### config.mk
export PLATFORM = sky130hd
export DESIGN_NAME = uart_reg_cmd_decoder
export DESIGN_NICKNAME = d
export VERILOG_FILES = /design/src/rtl/uart_reg_cmd_decoder.sv
export SDC_FILE = /design/constraint.sdc
export NUM_CORES = 1
export LEC_CHECK = 0
export ABC_AREA = 1
export CORE_MARGIN = 1
export CORE_UTILIZATION = 58
export CTS_CLUSTER_DIAMETER = 30
export DETAILED_ROUTE_END_ITERATION = 10
export PLACE_DENSITY = 0.89
export SLEW_MARGIN = 5
export SYNTH_ARGS = -nofsm -noshare
export SYNTH_HDL_FRONTEND = slang
export SYNTH_SLANG_ARGS = --single-unit
### constraint.sdc
create_clock -name clk -period 4.5 [get_ports clk]
set_clock_uncertainty 0.15 [all_clocks]
set_input_delay 1.35 -clock clk [delete_from_list [all_inputs] [get_ports clk]]
set_output_delay 1.35 -clock clk [all_outputs]
set_load 0.03 [all_outputs]
### src/rtl/uart_reg_cmd_decoder.sv
// uart_reg_cmd_decoder
//   Turns the UART receiver's byte stream into register-file accesses.
//   A command byte carries R/nW in bit 7 and a 7-bit address. A read
//   command pulses o_rd_en. A write command is followed by DATA_BYTES
//   data bytes (MSB first) and then pulses o_wr_en with the assembled
//   word. If a write frame stalls for TIMEOUT idle cycles between bytes,
//   it is dropped and o_timeout pulses.
//
//   state | meaning
//   ------+---------------------------------------------------------
//   IDLE  | waiting for a command byte
//   DATA  | collecting write data bytes; inter-byte timer running
//
// Ports
//   clk          in   clock
//   i_reset      in   synchronous active-high reset
//   i_data       in   received byte, sampled in the accept cycle
//   i_data_valid in   level valid from the receiver; a byte is taken on its rising edge
//   o_addr       out  address of the last decoded command (held)
//   o_wdata      out  data of the last completed write (held)
//   o_wr_en      out  one-cycle write strobe
//   o_rd_en      out  one-cycle read strobe
//   o_timeout    out  one-cycle pulse when a partial write frame is dropped
//   o_busy       out  high while a write frame is being collected
module uart_reg_cmd_decoder #(
  parameter int DATA_BYTES = 4,
  parameter int TIMEOUT    = 100000
) (
  input  logic                    clk,
  input  logic                    i_reset,
  input  logic [7:0]              i_data,
  input  logic                    i_data_valid,
  output logic [6:0]              o_addr,
  output logic [8*DATA_BYTES-1:0] o_wdata,
  output logic                    o_wr_en,
  output logic                    o_rd_en,
  output logic                    o_timeout,
  output logic                    o_busy
);

  localparam int WW  = 8 * DATA_BYTES;
  localparam int BCW = $clog2(DATA_BYTES + 1);
  localparam int TCW = $clog2(TIMEOUT);

  localparam logic [BCW-1:0] LAST_BYTE = BCW'(DATA_BYTES - 1);
  localparam logic [TCW-1:0] TMO_LAST  = TCW'(TIMEOUT - 1);

  typedef enum logic {
    S_IDLE = 1'b0,
    S_DATA = 1'b1
  } state_t;

  state_t         state_q;
  logic           valid_q;
  logic [BCW-1:0] byte_cnt_q;
  logic [TCW-1:0] tmo_cnt_q;

  logic           accept;
  logic           shift_en;
  logic           shadow_clr;
  logic [WW-1:0]  word_d;

  // valid_q resets high so a byte already present at reset release is not
  // mistaken for a new one.
  assign accept     = i_data_valid & ~valid_q;
  assign shift_en   = (state_q == S_DATA) && accept;
  // Shadow is discarded on a new write command and on a timeout.
  assign shadow_clr = ((state_q == S_IDLE) && accept && !i_data[7]) ||
                      ((state_q == S_DATA) && !accept && (tmo_cnt_q == TMO_LAST));
  assign o_busy     = (state_q == S_DATA);

  // The shadow only needs to hold the first DATA_BYTES-1 bytes; the last
  // byte goes straight from i_data into the completed word.
  generate
    if (DATA_BYTES > 1) begin : g_shadow
      logic [WW-9:0] shadow_q;

      always_ff @(posedge clk) begin
        if (i_reset || shadow_clr) begin
          shadow_q <= '0;
        end else if (shift_en) begin
          shadow_q <= word_d[WW-9:0];
        end
      end

      assign word_d = {shadow_q, i_data};
    end else begin : g_no_shadow
      assign word_d = i_data;
    end
  endgenerate

  always_ff @(posedge clk) begin
    if (i_reset) begin
      state_q    <= S_IDLE;
      valid_q    <= 1'b1;
      byte_cnt_q <= '0;
      tmo_cnt_q  <= '0;
      o_addr     <= '0;
      o_wdata    <= '0;
      o_wr_en    <= 1'b0;
      o_rd_en    <= 1'b0;
      o_timeout  <= 1'b0;
    end else begin
      valid_q   <= i_data_valid;
      o_wr_en   <= 1'b0;
      o_rd_en   <= 1'b0;
      o_timeout <= 1'b0;

      case (state_q)
        S_IDLE: begin
          if (accept) begin
            o_addr <= i_data[6:0];
            if (i_data[7]) begin
              o_rd_en <= 1'b1;
            end else begin
              byte_cnt_q <= '0;
              tmo_cnt_q  <= '0;
              state_q    <= S_DATA;
            end
          end
        end

        S_DATA: begin
          // An accept in the terminal timer cycle takes priority over the timeout.
          if (accept) begin
            tmo_cnt_q <= '0;
            if (byte_cnt_q == LAST_BYTE) begin
              o_wdata    <= word_d;
              o_wr_en    <= 1'b1;
              byte_cnt_q <= '0;
              state_q    <= S_IDLE;
            end else begin
              byte_cnt_q <= byte_cnt_q + BCW'(1);
            end
          end else if (tmo_cnt_q == TMO_LAST) begin
            o_timeout  <= 1'b1;
            tmo_cnt_q  <= '0;
            byte_cnt_q <= '0;
            state_q    <= S_IDLE;
          end else begin
            tmo_cnt_q <= tmo_cnt_q + TCW'(1);
          end
        end

        default: state_q <= S_IDLE;
      endcase
    end
  end

endmodule

==> results.sh, run 1 <==
# physical design summary
export IMPL_run_status="finished clean"
export IMPL_fin_util_pct=72.6
export IMPL_clockBufferDepth=2
export IMPL_ys_cells=498
export IMPL_edf_count=0
export IMPL_slew_headroom_pct=53.3
export IMPL_max_cap_violations=0
export IMPL_pwr_share_clk_pct=39.5
export IMPL_vdd_drop_max_mv=0.269
export IMPL_busiest_layer="met2"
export IMPL_synthTopCellsByArea="dfxtp_1 (49%), nand2_1 (17%), a21oi_1 (6.1%), nor2_1 (5.8%), nand3_1 (5.1%)"
export IMPL_drtIter0Drc=274
export IMPL_clk_pin_slew_ps=100
export IMPL_cts_sinks=88
export IMPL_synth_top_cell_by_area="dfxtp_1"
export IMPL_yosys_top_cells_count="nand2_1 (167), dfxtp_1 (88), nor2_1 (56), a21oi_1 (44), nand3_1 (37)"
export IMPL_fin_tns_setup_ps=0
export IMPL_clock_buffers=9
export IMPL_grt_pass1_vias=2931
export IMPL_crit_family="buffers and inverters"
export IMPL_power_switching_mw=0.344
export IMPL_ys_ff=88
export IMPL_seq_cell_power_mw=0.787
export IMPL_ys_sh_mux_pct=0
export IMPL_syn_area_per_cell_um2=7.28
Fig. 1: run 1, met1 routing
(6 px per um) Supply wires on this layer in grey.
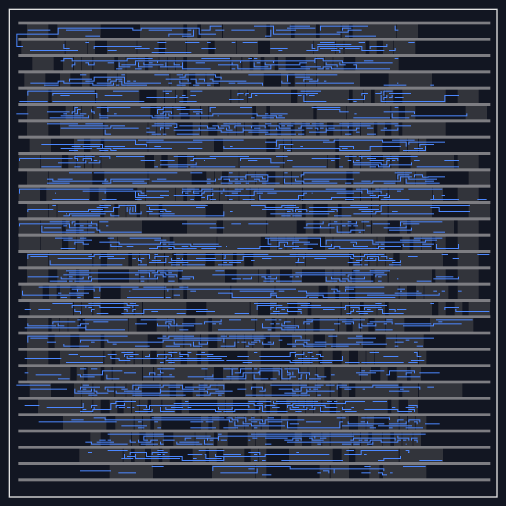
main direction: horizontal
nets with wire on the layer: 512
share of all routed wire: 47%
final wirelength: 8.49 mm
via count: 3,413
M1 GR Usage: 36.9%

Fig. 2: run 1, the metal 2 layer
(6 px per um)
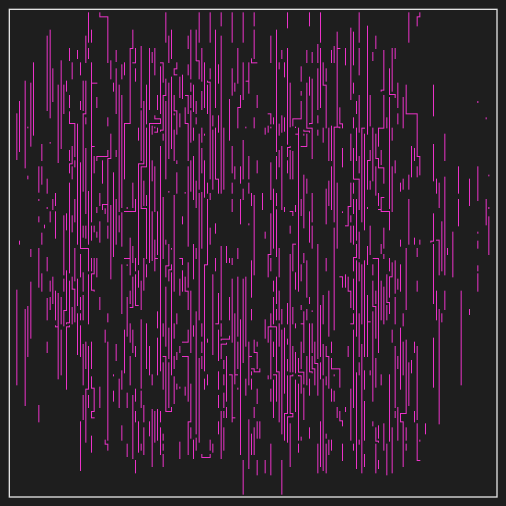
main direction: vertical
longest straight run: 37.4 um
share of all routed wire: 46%
wire length on this layer: 3,890 um
met2 GRT Util: 42.9%

Fig. 3: run 1, M3 wires
(8 px per um)
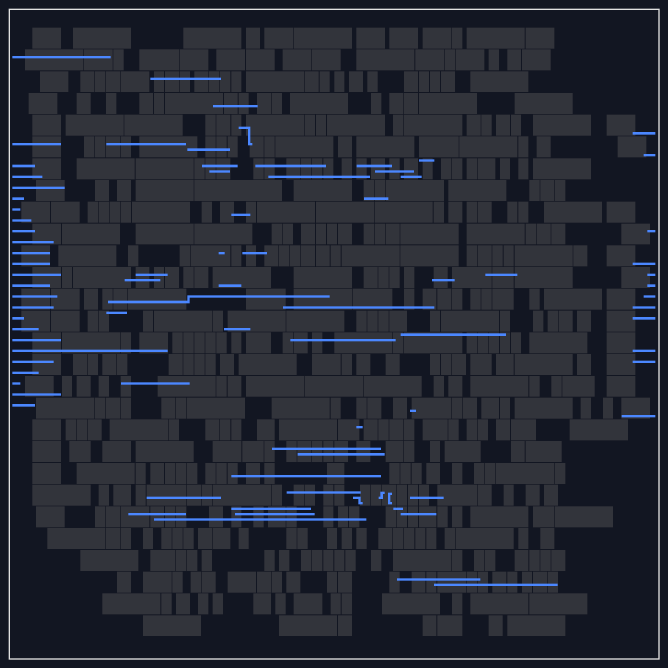
wire length on this layer: 474 um
share of all routed wire: 5.6%
grt met3 use: 6.74%

Fig. 4: run 1, metal 4
(4 px per um) Supply wires on this layer in grey.
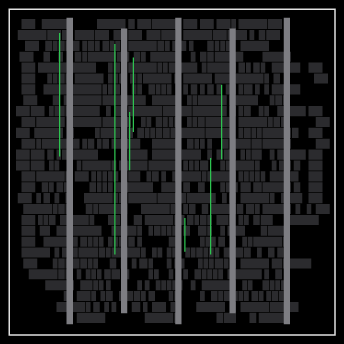
wire length on this layer: 166 um
longest straight run: 52.4 um
share of all routed wire: 2.0%

==> run 2: changes to the inputs <==
- CORE_UTILIZATION: 58 -> 48
- PLACE_DENSITY: 0.89 -> 0.79
- clock period: 4.5 -> 2.6 ns (I/O delays scaled with it)
Fig. 5: run 2, the metal 2 layer
(6 px per um)
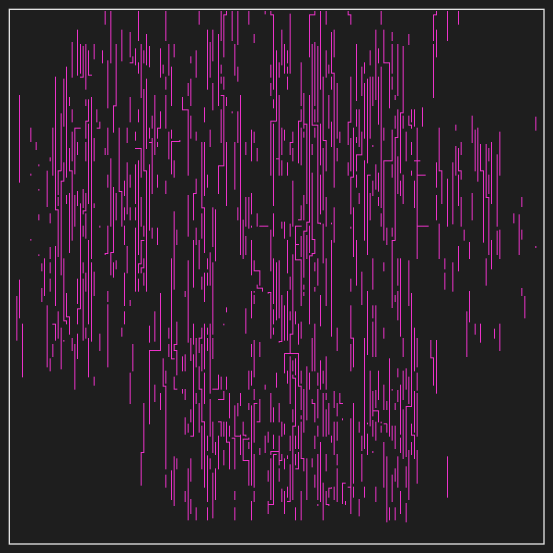
wire length on this layer: 3,670 um
share of all routed wire: 45%
main direction: vertical
final wirelength: 8.21 mm
via count: 3,328
met2 GRT Util: 33.8%

==> results.sh, run 2 <==
# physical design summary
export IMPL_pwr_share_clk_pct=40.0
export IMPL_syn_area_um2=3620
export IMPL_ys_sh_mux_pct=0
export IMPL_busiest_layer="met2"
export IMPL_seq_cell_power_mw=1.36
export IMPL_ys_top_logic_family="simple AND/OR/NAND/NOR gates"
export IMPL_dp_hpwl_mm=5.73
export IMPL_nFlopsAndLatches=88
export IMPL_drtIter0Drc=223
export IMPL_slew_violations=0
export IMPL_yosys_top_cells_count="nand2_1 (167), dfxtp_1 (88), nor2_1 (56), a21oi_1 (44), nand3_1 (37)"
export IMPL_powerClk_mw=0.992
export IMPL_grt_pass1_vias=2930
export IMPL_clk_pin_slew_ps=90
export IMPL_port_buffers=53
export IMPL_synth_top_cell_by_area="dfxtp_1"
export IMPL_max_cap_violations=0
export IMPL_syn_area_per_cell_um2=7.28
export IMPL_power_switching_mw=0.592
export IMPL_slew_headroom_pct=64.1
export IMPL_fin_util_pct=61.3
export IMPL_adder_share_pct=0.691
export IMPL_edf_count=0
export IMPL_clock_buffers=10
export IMPL_powerComb_mw=0.124
export IMPL_clockBufferDepth=2
export IMPL_grt_max_degree=33
export IMPL_synthTopCellsByArea="dfxtp_1 (49%), nand2_1 (17%), a21oi_1 (6.1%), nor2_1 (5.8%), nand3_1 (5.1%)"
export IMPL_vdd_drop_max_mv=0.344
export IMPL_run_status="finished clean"
export IMPL_cts_sinks=88
export IMPL_fin_tns_setup_ps=0
export IMPL_crit_family="buffers and inverters"
export IMPL_max_stage_delay_ps=700
export IMPL_worst_path_stages=1
export IMPL_simple_gate_share_pct=33.6
export IMPL_timing_final_ws_setup_ps=183
export IMPL_ys_cells=498
export IMPL_ys_ff=88
Fig. 6: run 2, met1 routing
(6 px per um) Supply wires on this layer in grey.
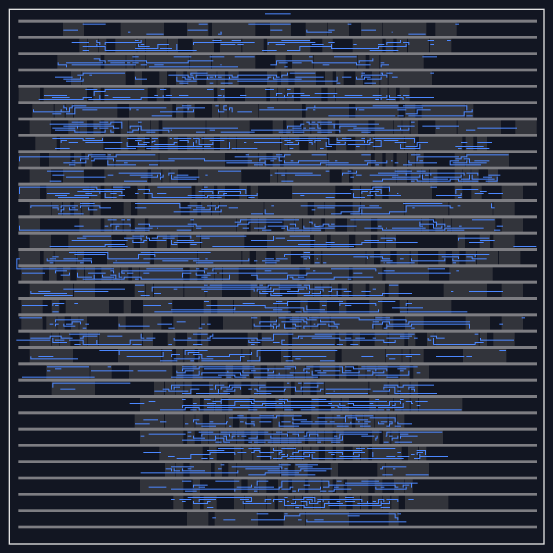
nets with wire on the layer: 516
wire length on this layer: 3,980 um
M1 GR Usage: 31.2%

==> run 3: changes to the inputs <==
--- a/config.mk
+++ b/config.mk
@@ -7,10 +7,10 @@
 export LEC_CHECK = 0
 export ABC_AREA = 1
-export CORE_MARGIN = 1
+export CORE_MARGIN = 10
 export CORE_UTILIZATION = 48
 export CTS_CLUSTER_DIAMETER = 30
 export DETAILED_ROUTE_END_ITERATION = 10
 export PLACE_DENSITY = 0.79
-export SLEW_MARGIN = 5
+export SLEW_MARGIN = 20
 export SYNTH_ARGS = -nofsm -noshare
 export SYNTH_HDL_FRONTEND = slang
--- a/constraint.sdc
+++ b/constraint.sdc
@@ -3,3 +3,3 @@
 set_input_delay 0.78 -clock clk [delete_from_list [all_inputs] [get_ports clk]]
 set_output_delay 0.78 -clock clk [all_outputs]
-set_load 0.03 [all_outputs]
+set_load 0.01 [all_outputs]
Fig. 7: run 3, the metal 2 layer
(4 px per um)
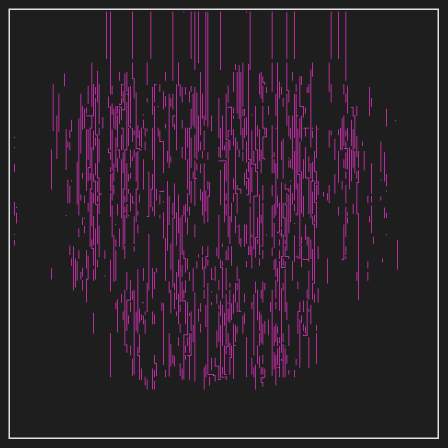
main direction: vertical
share of all routed wire: 44%
longest straight run: 28.9 um
nets with wire on the layer: 451
met2 GRT Util: 24.5%
via count: 3,375
final wirelength: 9.15 mm

==> results.sh, run 3 <==
# physical design summary
export IMPL_nFlopsAndLatches=88
export IMPL_synth_top_cell_by_area="dfxtp_1"
export IMPL_ys_cells=498
export IMPL_syn_area_um2=3620
export IMPL_vdd_drop_max_mv=0.269
export IMPL_cts_sinks=88
export IMPL_grt_max_degree=33
export IMPL_timing_final_ws_setup_ps=328
export IMPL_edf_count=0
export IMPL_run_status="finished clean"
export IMPL_ys_ff=88
export IMPL_max_stage_delay_ps=570
export IMPL_power_switching_mw=0.572
export IMPL_clk_pin_slew_ps=90
export IMPL_syn_area_per_cell_um2=7.28
export IMPL_clock_buffers=9
export IMPL_dp_hpwl_mm=6.66
export IMPL_worst_path_stages=1
export IMPL_slew_headroom_pct=64.6
export IMPL_seq_cell_power_mw=1.36
export IMPL_port_buffers=53
export IMPL_synthTopCellsByArea="dfxtp_1 (49%), nand2_1 (17%), a21oi_1 (6.1%), nor2_1 (5.8%), nand3_1 (5.1%)"
export IMPL_ys_top_logic_family="simple AND/OR/NAND/NOR gates"
Fig. 8: run 3, clock network drawn from the DEF
(2 px per um)
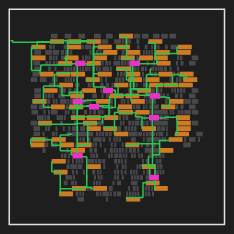
legend:
  green:
    item: clock wires
    length: 990 um
  magenta:
    item: clock-net drivers
    count: 9
  orange:
    item: flip-flops
    count: 88
routed clock nets: 10
clock power share: 38.8%
Clock net power: 0.939 mW

Power and IR drop assume default switching activity.
